### Floorplan with the power grid

Scale bar: 50 um. Pins as bars on the die edge.
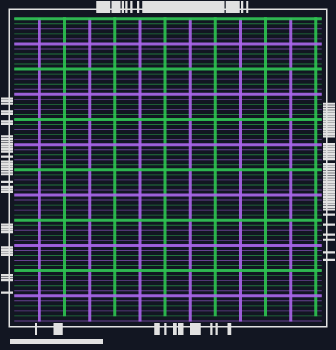
### Placement by cell class

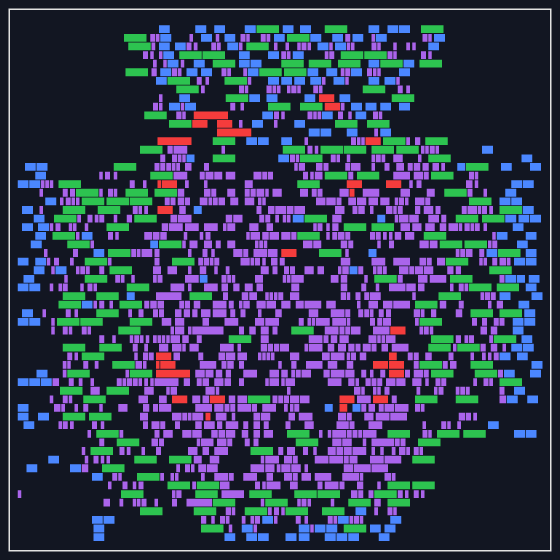
### Clock distribution

Scale bar: 50 um.
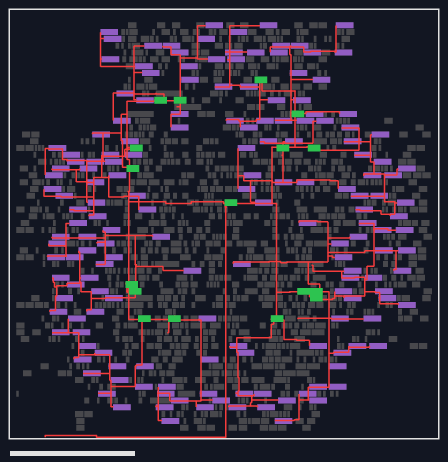
==> config.mk <==
export PLATFORM = sky130hd
export DESIGN_NAME = bus_copy_master_flat
export DESIGN_NICKNAME = d
export VERILOG_FILES = /design/src/rtl/bus_copy_master_if.sv /design/src/rtl/bus_copy_master.sv /design/src/flat_wrapper.sv
export SDC_FILE = /design/constraint.sdc
export NUM_CORES = 1
export LEC_CHECK = 0
export CORE_MARGIN = 2
export CORE_UTILIZATION = 35
export CTS_BUF_LIST = sky130_fd_sc_hd__clkbuf_8
export DETAILED_ROUTE_END_ITERATION = 8
export PLACE_DENSITY_LB_ADDON = 0.3
export SYNTH_ARGS = -nofsm -noshare
export SYNTH_HDL_FRONTEND = slang
export SYNTH_SLANG_ARGS = --single-unit
==> constraint.sdc <==
create_clock -name clk -period 4.95 [get_ports clk]
set_input_delay 0.99 -clock clk [delete_from_list [all_inputs] [get_ports clk]]
set_output_delay 0.99 -clock clk [all_outputs]
set_load 0.05 [all_outputs]
==> out/results.txt <==
adder and majority gate portion of the synthesized area -> 0.0608
Max FO, Critical Path -> 15
Netlist cell types -> 68
xor+xnor area frac -> 0.0722
delay-heaviest family, CP -> AND-OR/OR-AND gates
P_leak -> 0.00458 uW
post-route ant nets -> 0
worst-case clock buffer depth -> 2
Mapped Avg Cell Area -> 7.66 sq um
average wire per standard cell -> 17.6 um
most frequent CP cell -> xnor2_1
post-CTS setup buffer count -> 0
Num Clock Sinks -> 168
final WL -> 31300 um
Top cells by area -> dfxtp_1, nand2_1, a21oi_1
cts hold-fix bufs -> 0
post-synthesis mux area share -> 0.00425
unrepaired setup endpoints after global routing -> no
flip-flop and latch count -> 168
CP cell instances -> nand4_1 -> nor4_4 -> nand3_1 -> xnor2_1 -> ha_1 -> and4_1 -> and2_1 -> a32oi_1 -> a31oi_1 -> o211ai_1 -> xnor2_1 -> a21oi_1 -> a211oi_1
Pwr per Cell Area -> 322 nW/um^2
flip-flops with a built-in enable -> 0
inverters -> 32
Ports -> 183
HPWL Detailed -> 22900 um
Most common reg cell -> dfxtp_1
met2 usage -> 0.300
CTS buffer count -> 17
Largest cell class -> combinational gates
GRT overflow -> 0
syn_nets -> 1430
mi-comb count -> 987
Slew Limit Fails -> 0
WHS -> 455 ps
Yosys Instances -> 1269
Chip Area, Yosys -> 9720 sq um
Top Layer Used -> met4
PostCTS Resize Cnt -> 0
WHS Path Cells -> 2
worst setup path category -> flop to flop
Period minus WS final -> 4090 ps
CTS root buf -> clkbuf_8
vias in the first global route -> 8639
Detailed Route Iter0 Violations -> 850
share of cells above drive strength 1 -> 0.0518
Setup violations, final -> 0
fp_density -> 0.359
initial antenna violation count -> 1
Slew @ Worst Pin -> 1110 ps
Signal buf overhead -> 0.155
first-pass GRT wire length -> 48500 um
FF-to-FF path depth -> 13
clkbuf count -> 20
Tot GR Track Use -> 0.212
CP Buf/Inv Count -> 0
Max-area cell share -> 0.346
logic share of the area -> 0.485
CTS tree -> built
slew margin rel. -> 0.259
area occupied by multi-input gates -> 5900 sq um
fmax -> 244 MHz
detailed-route DRC error count -> 0
max incr delay on CP -> 660 ps
DR pass1 iterations -> 8
status -> finished clean
stage-log warning count -> 35
flop-to-flop setup slack -> 860 ps
routing usage on met1 -> 0.325
fin nets -> 1559
register area share after synthesis -> 0.346
Post-Synthesis Cells -> 1269
FFs w/ async S/R, synth -> 0
largest net degree at the start of global routing -> 91
GR peak layer -> met1
Fillers -> 2728
critical path depth -> 13
count of input and output buffers -> 181
met3 wire length -> 2070 um
Die ar. -> 29100 sq um
metal1 wirelength -> 15800 um
final hold vios -> 0
Synth top cells by count -> nand2_1, a21oi_1, dfxtp_1
global routing usage on met3 -> 0.0393
met2 wire len -> 13000 um
FF/Latch Area -> 3360 sq um
Top logic family -> simple AND/OR/NAND/NOR gates
clock transition at the registers of the reported paths -> 90 ps
area fraction in and, or, nand and nor cells -> 0.244
Setup crit end kind -> flop
Ant. Diodes -> 1
Hold Path Class -> flop to flop
AND-OR/OR-AND Cells, Area Fraction -> 0.224
Tap Cells -> 372
max cap viols -> 0
Tcrit/Tclk final -> 0.826
YS warnings -> 0
Post-Syn Area -> 9720 sq um
slowest stage cell, crit path -> dfxtp_1
setup TNS -> 0 ps
vias per std cell -> 5.32
Flops after synth -> 168
Non-CTS buffers -> 192
Final clock-cell share -> 0.0351
most numerous logic cell after layout -> nand2_1
Synth top cell by count -> nand2_1
GPL Wtd Cong -> 0.943
Synth-to-Final Area Change -> 25.3%
placed cell area -> 11700 sq um
total number of vias -> 9478
pre-CTS setup slack -> 1050 ps
Required @ worst endpoint -> 5330 ps
H-tree depth -> 4
Yosys top cell by area -> dfxtp_1
most frequent cells in the layout -> nand2_1, a21oi_1, clkdlybuf4s50_1
startpoint types -> flop
Crit path arrival time -> 4470 ps
Setup WS post-layout -> 859 ps
About 'Floorplan with the power grid':
- green: VDD
- purple: VSS
- rows: 60
- met5 straps: 12
core area: 27100 sq um
die height: 171 um
maximum VDD drop: 0.159 mV
Die W: 171 um

About 'Placement by cell class':
- purple: all other logic (cells 1019; share of their area 51%)
- red: clock drivers and dummy loads (cells 30; share of their area 3.7%)
- blue: other buffers and delay cells (cells 192; share of their area 16%)
- green: flip-flops (cells 168; share of their area 29%)
Std-Cell Rows: 60
Seq/total area: 0.276
final core occ: 0.449
Layout Cell Area excl Fill: 12200 sq um

About 'Clock distribution':
- green: cells driving clock nets (count 17)
- red: clock wires (length 2340 um)
- purple: flip-flops (count 168)
- flops lie: widely spread
- routed clock nets: 18
clock network fraction of total power: 0.280
Worst Clk Skew: 18.2 ps
Late-Pin Clk Latency: 470 ps
clock-net power: 1100 uW

-- report_power, final --
part           leakage, uW  internal [uW]  switching, uW
clock network     0.000219            580            519
registers          0.00138           1490            115
logic              0.00299            429            789
total              0.00458           2500           1420
-- stage by stage --
stage / power (uW) / cells / util
final: 3920 / 1782 / 0.449
after global routing: 4090 / 1782 / 0.449
after CTS: 3930 / 1781 / 0.449
after detailed placement: 2840 / 1751 / 0.433
after global placement: 2830 / 1751 / 0.433
after floorplan: 2390 / 1269 / -
-- worst register-to-register path: stages (launching register included) --
cell,delay [ps]
dfxtp_1,660
nand4_1,310
nor4_4,360
nand3_1,170
xnor2_1,360
ha_1,330
and4_1,200
and2_1,170
a32oi_1,280
a31oi_1,350
o211ai_1,330
xnor2_1,150
a21oi_1,90
a211oi_1,260
Power and IR drop assume default switching activity.
